congestion.png
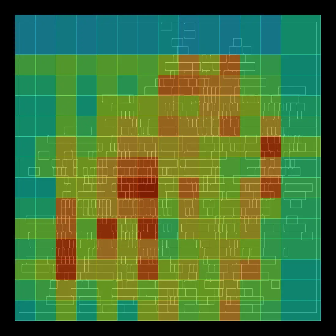
wires.png
Scale bar: 20 um. Two of the layers only.
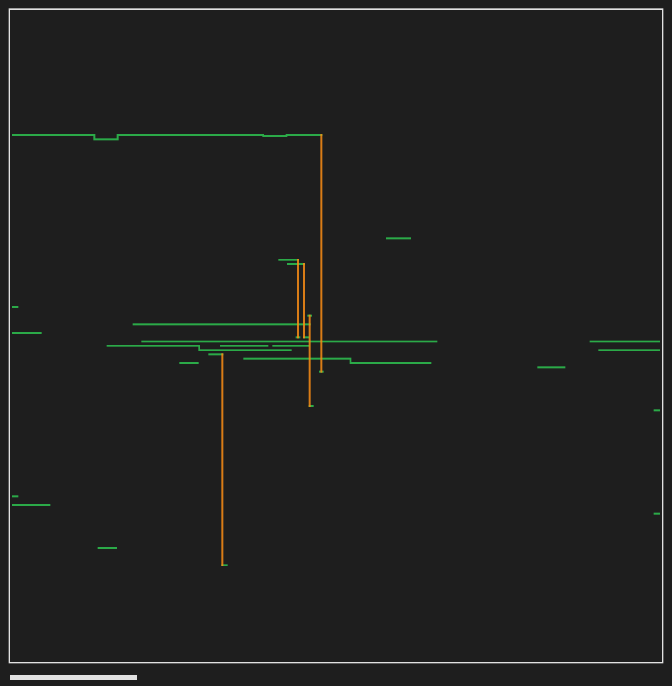
detail.png
Scale bar: 5 um. Region (67, 67) to (87, 87) um. Cells in gray, sequential cells in the stronger gray; small squares are vias.
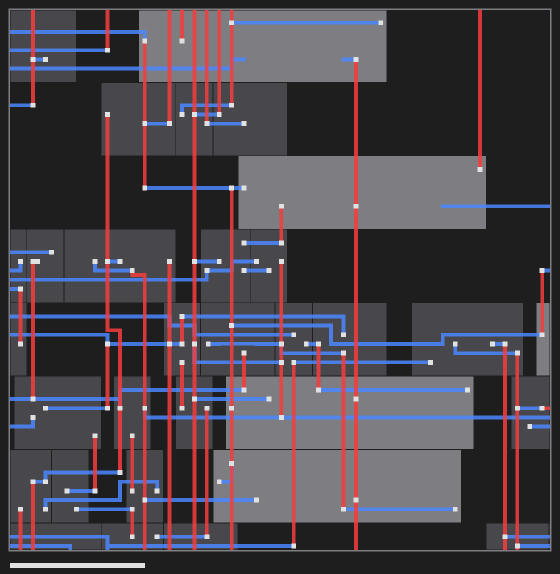
layer_met1.png
Scale bar: 20 um.
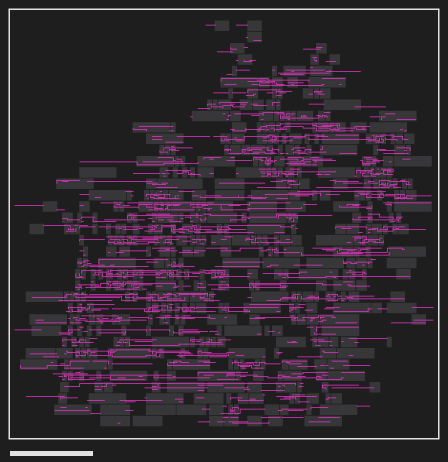
[config.mk]
export PLATFORM = sky130hd
export DESIGN_NAME = led_pattern_driver_flat
export DESIGN_NICKNAME = d
export VERILOG_FILES = /design/src/rtl/led_pattern_driver_pkg.sv /design/src/rtl/led_pattern_driver_if.sv /design/src/rtl/led_pattern_driver_tick_gen.sv /design/src/rtl/led_pattern_driver.sv /design/src/flat_wrapper.sv
export SDC_FILE = /design/constraint.sdc
export NUM_CORES = 1
export LEC_CHECK = 0
export ABC_AREA = 1
export CAP_MARGIN = 0
export CORE_UTILIZATION = 30
export CTS_CLUSTER_SIZE = 8
export DETAILED_ROUTE_END_ITERATION = 10
export RECOVER_POWER = 25
export SLEW_MARGIN = 20
export SYNTH_ARGS = -nofsm -noshare
export SYNTH_HDL_FRONTEND = slang
export SYNTH_SLANG_ARGS = --single-unit
[constraint.sdc]
create_clock -name clock -period 1.3 [get_ports clock]
set_input_delay 0.13 -clock clock [delete_from_list [all_inputs] [get_ports clock]]
set_output_delay 0.13 -clock clock [all_outputs]
set_load 0.05 [all_outputs]
[src/rtl/led_pattern_driver_pkg.sv]
// led_pkg: shared types and constants for the LED pattern driver
// Holds the display-mode and FSM-state enums, the mode-to-entry-state map
// and the 16-entry gamma table used when LED_GAMMA_EN is defined.
package led_pkg;
    typedef enum logic [1:0] {
        MODE_STATIC = 2'b00,
        MODE_BLINK  = 2'b01,
        MODE_ROTATE = 2'b10,
        MODE_BOUNCE = 2'b11
    } led_mode_e;

    typedef enum logic [2:0] {
        S_OFF,
        S_STATIC,
        S_BLINK_ON,
        S_BLINK_OFF,
        S_ROT,
        S_BOUNCE_L,
        S_BOUNCE_R
    } led_state_e;

    localparam logic [3:0] LED_GAMMA_LUT [16] = '{
        4'd0, 4'd0, 4'd1, 4'd1, 4'd1, 4'd2, 4'd2, 4'd3,
        4'd4, 4'd5, 4'd6, 4'd7, 4'd9, 4'd11, 4'd13, 4'd15
    };

    function automatic led_state_e entry_state(input led_mode_e m);
        return m == MODE_STATIC ? S_STATIC :
               m == MODE_BLINK  ? S_BLINK_ON :
               m == MODE_ROTATE ? S_ROT : S_BOUNCE_L;
    endfunction
endpackage

[src/rtl/led_pattern_driver_if.sv]
// led_pattern_driver_if: pattern load bus from the LED manager
// pattern_in    - LED byte to display
// pattern_valid - one-cycle load strobe for pattern_in and mode_in
// mode_in       - display mode applied with the pattern
interface led_pattern_driver_if #(parameter int WIDTH = 8);
    import led_pkg::*;
    logic [WIDTH-1:0] pattern_in;
    logic             pattern_valid;
    led_mode_e        mode_in;
    modport master (output pattern_in, pattern_valid, mode_in);
    modport slave  (input  pattern_in, pattern_valid, mode_in);
endinterface

[src/rtl/led_pattern_driver_tick_gen.sv]
// led_tick_gen: prescaler and animation step counter
// clock - system clock; reset - async active-low
// clear - synchronous restart of both counters
// tick  - high on the last clock of each prescaler period
// step  - high on the tick that completes STEP_TICKS ticks
module led_tick_gen #(
    parameter int PRESCALE_DIV = 1000,
    parameter int STEP_TICKS   = 250
) (
    input  logic clock,
    input  logic reset,
    input  logic clear,
    output logic tick,
    output logic step
);
    localparam int PW = $clog2(PRESCALE_DIV);
    localparam int SW = $clog2(STEP_TICKS + 1);
    logic [PW-1:0] pre_cnt;
    logic [SW-1:0] step_cnt;
    assign tick = pre_cnt == PW'(PRESCALE_DIV - 1);
    assign step = tick && step_cnt == SW'(STEP_TICKS - 1);
    always_ff @(posedge clock or negedge reset) begin
        if (!reset) begin
            pre_cnt  <= '0;
            step_cnt <= '0;
        end else if (clear) begin
            pre_cnt  <= '0;
            step_cnt <= '0;
        end else begin
            pre_cnt <= tick ? '0 : pre_cnt + 1'b1;
            if (tick)
                step_cnt <= step ? '0 : step_cnt + 1'b1;
        end
    end
endmodule

[src/rtl/led_pattern_driver.sv]
// led_pattern_driver: glitch-free LED pattern display with modes and PWM brightness
// clock        - system clock, rising edge
// reset        - asynchronous active-low reset
// bus          - led_pattern_driver_if.slave: pattern_in, pattern_valid, mode_in
// brightness   - live PWM duty level (all ones = always on)
// led_out      - registered LED drive
// load_pending - a captured load is waiting for the end of the PWM period
// Define LED_GAMMA_EN to pass brightness through the package gamma table.
module led_pattern_driver
    import led_pkg::*;
#(
    parameter int WIDTH        = 8,
    parameter int PWM_BITS     = 4,
    parameter int PRESCALE_DIV = 1000,
    parameter int STEP_TICKS   = 250
) (
    input  logic                 clock,
    input  logic                 reset,
    led_pattern_driver_if.slave  bus,
    input  logic [PWM_BITS-1:0]  brightness,
    output logic [WIDTH-1:0]     led_out,
    output logic                 load_pending
);
    logic [PWM_BITS-1:0] pwm_cnt, level;
    logic [WIDTH-1:0]    pend_pattern, work_pattern, next_pattern, rot_l, rot_r;
    led_mode_e           pend_mode, next_mode;
    led_state_e          state;
    logic                apply, tick, step, pwm_on, lit;

`ifdef LED_GAMMA_EN
    if (PWM_BITS != 4) begin : g_bad_pwm_bits
        $error("LED_GAMMA_EN requires PWM_BITS == 4");
    end
    assign level = LED_GAMMA_LUT[brightness];
`else
    assign level = brightness;
`endif

    assign pwm_on       = (level == '1) || (pwm_cnt < level);
    // Loads only land at the end of a PWM period so a pattern never changes mid-pulse.
    assign apply        = (pwm_cnt == '1) && (load_pending || bus.pattern_valid);
    assign next_pattern = bus.pattern_valid ? bus.pattern_in : pend_pattern;
    assign next_mode    = bus.pattern_valid ? bus.mode_in : pend_mode;
    assign rot_l        = {work_pattern[WIDTH-2:0], work_pattern[WIDTH-1]};
    assign rot_r        = {work_pattern[0], work_pattern[WIDTH-1:1]};
    assign lit          = state != S_OFF && state != S_BLINK_OFF;

    led_tick_gen #(.PRESCALE_DIV(PRESCALE_DIV), .STEP_TICKS(STEP_TICKS)) u_tick (
        .clock (clock),
        .reset (reset),
        .clear (apply),
        .tick  (tick),
        .step  (step)
    );

    always_ff @(posedge clock or negedge reset) begin
        if (!reset) begin
            pwm_cnt      <= '0;
            pend_pattern <= '0;
            pend_mode    <= MODE_STATIC;
            load_pending <= 1'b0;
            work_pattern <= '0;
            state        <= S_OFF;
            led_out      <= '0;
        end else begin
            pwm_cnt      <= pwm_cnt + 1'b1;
            led_out      <= lit ? work_pattern & {WIDTH{pwm_on}} : '0;
            load_pending <= !apply && (load_pending || bus.pattern_valid);
            if (bus.pattern_valid) begin
                pend_pattern <= bus.pattern_in;
                pend_mode    <= bus.mode_in;
            end
            if (apply) begin
                work_pattern <= next_pattern;
                state        <= entry_state(next_mode);
            end else if (tick && step) begin
                case (state)
                    S_BLINK_ON:  state <= S_BLINK_OFF;
                    S_BLINK_OFF: state <= S_BLINK_ON;
                    S_ROT:       work_pattern <= rot_l;
                    S_BOUNCE_L: begin
                        state        <= work_pattern[WIDTH-1] ? S_BOUNCE_R : S_BOUNCE_L;
                        work_pattern <= work_pattern[WIDTH-1] ? rot_r : rot_l;
                    end
                    S_BOUNCE_R: begin
                        state        <= work_pattern[0] ? S_BOUNCE_L : S_BOUNCE_R;
                        work_pattern <= work_pattern[0] ? rot_l : rot_r;
                    end
                    default: ;
                endcase
            end
        end
    end
endmodule

[src/flat_wrapper.sv]
// flat-port wrapper written by rule: the top's interface ports become plain ports
module led_pattern_driver_flat import led_pkg::*;
#(
    parameter int WIDTH        = 8,
    parameter int PWM_BITS     = 4,
    parameter int PRESCALE_DIV = 1000,
    parameter int STEP_TICKS   = 250
)
  (clock, reset, brightness, led_out, load_pending, bus_pattern_in, bus_pattern_valid, bus_mode_in);
  led_pattern_driver_if #(.WIDTH(WIDTH)) bus_i ();
  input  logic clock;
  input  logic reset;
  input  logic [PWM_BITS-1:0] brightness;
  output logic [WIDTH-1:0] led_out;
  output logic load_pending;
  input wire logic [$bits(bus_i.pattern_in)-1:0] bus_pattern_in;
  input wire logic [$bits(bus_i.pattern_valid)-1:0] bus_pattern_valid;
  input wire logic [$bits(bus_i.mode_in)-1:0] bus_mode_in;
  assign bus_i.pattern_in = bus_pattern_in;
  assign bus_i.pattern_valid = bus_pattern_valid;
  assign bus_i.mode_in = bus_mode_in;
  led_pattern_driver #(.WIDTH(WIDTH), .PWM_BITS(PWM_BITS), .PRESCALE_DIV(PRESCALE_DIV), .STEP_TICKS(STEP_TICKS)) u_core (.clock(clock), .reset(reset), .bus(bus_i), .brightness(brightness), .led_out(led_out), .load_pending(load_pending));
endmodule
==> CHANGELOG.md <==
### Changed

- Outcome: finished with violations
- Violations in the final reports: negative setup slack
- Instance area at placement: around 4000 um^2
- Top post-synthesis cells by count: 168 x nand2_1, 69 x nor2_1, 52 x dfrtp_1
- Arrival @ worst endpoint: 1.75 ns
- Final critical delay including setup and external delays: 1.51 ns
- Max-slew headroom: 0.449
- Gate Count Post-Synth: 424
- Fraction of final layout cells with drive strength greater than 1: 0.262
- Final worst path period share: 1.16
- Clk Latency, worst-skew pair: 0.30 ns
- Number of global-route vias before repair: 2857
- Buf/Inv on CP: 1
- CP Data Required Time: 1.54 ns
- Maximum clock insertion buffer count: 2
- Power density over the cells: 884 nW/um^2
- Net total in the final layout: approximately 540
- Drt first pass iters: 4
- Number of warning messages in the logs: 30
- Detailed Route Iter0 Violations: 94
- Clock tree from TritonCTS: built
- Via-to-Cell Ratio: 4.42
- Max Slew Vio Count: 0
- Count of antenna diodes in the layout: 0
- #FFs+latches synth: 52
- # port buffers: 25
- EDFF count, synth: 0
- Synthesized area divided by synthesized cell count: 7.23 um^2
- Dominant flop cell: dfrtp_1
- Post-Syn Area: 3060 um^2
- Kind of launch point of the worst setup path: register
- Cell-by-cell trace of the critical path: ha_2, nand2_2, nor2_4, nand2_8, buf_4, o21ai_0, nand2_1, nand2_1
- Yosys cell count: 424
- Core Footprint: 9820 um^2
- Category of cells accounting for the largest share of critical-path delay: simple AND/OR/NAND/NOR gates
- Flip-flop count of the largest register after layout: 10
- Pin count of the biggest net entering global routing: 24
- Peak VDD IR: ~0.45 mV
- Syn Nets: 449
- Share of Yosys cell area claimed by the top area cell type: 0.425
- Slack of the critical path: -0.209 ns
- Chip Area: around 11000 um^2
- Worst hold start: bus_pattern_in[6]
- Total clock sinks: 52
- Number of clock buffers inserted by TritonCTS: 5
- Ys Warns: 0
- Sequential-to-total area share from yosys stat: 0.425
- Final setup violation count: 36
- Start point of the critical path: u_core.pwm_cnt[1]
- Area growth from synthesis to layout: 39.6%
- Worst Clk Skew: 0.00492 ns
- Highest-count logic cell in the final layout: nand2_1
- Initial antenna violation count: 0
- Post-DRT Antenna Nets: 0
- Clock-pin slew on the worst setup and hold paths: ~0.10 ns
- Chip Height: between 100 and 150 um
- Critical path endpoint category: register
- Cells taking the most area after synthesis: dfrtp_1 42%, nand2_1 21%, nor2_1 8.5%
- Worst Setup Path Type: reg -> reg
- Slowest cell on crit path: dfrtp_1
- Final cell count without fillers: 645
- Worst R2R Start: u_core.pwm_cnt[1]
- Leakage power summed over all cells: 2.19 nW
- Total Negative Setup Slacks: -4.37 ns
- Distinct cells, synth: 37
- Clock tree root buffer cell: clkbuf_8
- Ports: 26
- Worst min path class: in -> reg
- Cell repeated most along the worst path: nand2_1
- Worst setup slack after placement: -0.448 ns
- Max-cap viol count: 0
- Commonest cells after routing, fill and taps aside: 167 x nand2_1, 59 x buf_4, 58 x nor2_1, 50 x dfrtp_1, 34 x inv_1
- Global-route wire length before repair: 12900 um
- Most popular library cell in the synthesized design by count: nand2_1
- Worst stage delay on the critical path: about 0.38 ns
- Total chip power: between 3 and 4 mW
- H-tree lvl count: 2
- Residual overflow from global routing: 0
- Count of endpoints failing hold in the final timing report: 0
- DP Wirelength: 5560 um
- Initial standard-cell utilization of the core: 0.312
- # DRC: 0
- Row cnt: 36
- Unrepaired setup endpoints after global routing: yes
- Maximum fanout along the worst path: 11
- Maximum clock frequency: around 660 MHz
- Die extent in x: 103 um
- Proportion of synthesized flip-flops having asynchronous set or reset: 1.00
- Final GP Congestion: 0.840
- Synth area leader: dfrtp_1
- Slew at the pin closest to its max-slew limit: 0.827 ns
- Minimum hold slack: 0.406 ns
- Synthesized chip area reported by yosys: 3060 um^2
- Final non-filler cell area: between 4000 and 5000 um^2
- Most flop-heavy register: u_core.u_tick.pre_cnt
- Placed cell count: approximately 630
Back to the opening pictures, congestion.png:
global-route track usage on met3: 0.0244
utilization of the core after routing: 0.436
most crowded layer after global routing: met2
met2 layer usage reported by global route: 0.279
routed wire length per instance: 11.7 um

Back to the opening pictures, wires.png:
[metal 3] green | wire length: 254 um
[metal 4] orange | wire length: 109 um
Vias: 2851
global routing usage summed across all routing layers: 0.156
Total Wirelength: 7520 um

Back to the opening pictures, detail.png:
[metal 2] red
[metal 1] blue
cells with their middle in the window: 24
netlist names of flops here include: `u_core.u_tick.step_cnt` (4)
sequential cells in the window: 4
most frequent: nand2_1 (6), buf_4 (5), dfrtp_1 (4)

Back to the opening pictures, layer_met1.png:
nets with wire on the layer: 485
wire length on this layer: 3500 um
M1 GR Usage: 0.196

## layer usage
layer / wire (um) / vias to the layer above
li1: - / 1491
met1: 3500 / 1311
met2: 3650 / 38
met3: 253 / 11
met4: 108 / 0
met5: 0 / -
## logic make-up after synthesis
logic type,Yosys count,share of synthesized area
AND/OR/NAND/NOR,288,0.413
flip-flops,52,0.425
buffers and inverters,49,0.0710
AND-OR/OR-AND,23,0.0474
adder cells (fa/ha/maj),8,0.0327
XOR/XNOR,4,0.0114
## area by class of cell
type / instances / area [um^2]
clock inverter: 1 / 30.0
tap: 133 / 166
timing repair buffer: 89 / 858
multi-input combinational: 324 / 1700
sequential: 52 / 1300
fill: 1011 / 5540
inverter: 40 / 150
clock buffer: 6 / 72.6
## timing repair
item	4_1_cts	5_1_grt
hold buffers	1	0
setup endpoints to repair	36	37
buffers inserted	3	3
gates resized	18	17
cloned	1	0
pin swaps	5	6
endpoints found under the hold margin	12	0
## power by group
part | switching, mW | internal [mW]
Sequential | 0.0968 | 1.71
Clock | 0.533 | 0.566
Combinational | 0.483 | 0.394
Total | 1.11 | 2.67
## worst paths after layout
path / cells after the start / slack [ns] / end
setup reg to reg: 8 / -0.21 / u_core.state[2]
hold / removal: 3 / 0.41 / u_core.pend_pattern[6]
hold reg to reg: 2 / 0.48 / u_core.pend_mode[1]
min in group asynchronous: 2 / 0.45 / u_core.u_tick.pre_cnt[0]
setup / recovery: 8 / -0.21 / u_core.state[2]
max in group asynchronous: 3 / 0.12 / u_core.work_pattern[2]
## worst reg2reg max path: cells and delay by family, from the launching register on
kind,cells,cell delay (ns)
flops,1,0.38
buf+inv,1,0.19
compound gates,1,0.20
fa+ha+maj,1,0.20
simple gates,5,0.48
Power is estimated from default activity; no workload was simulated.
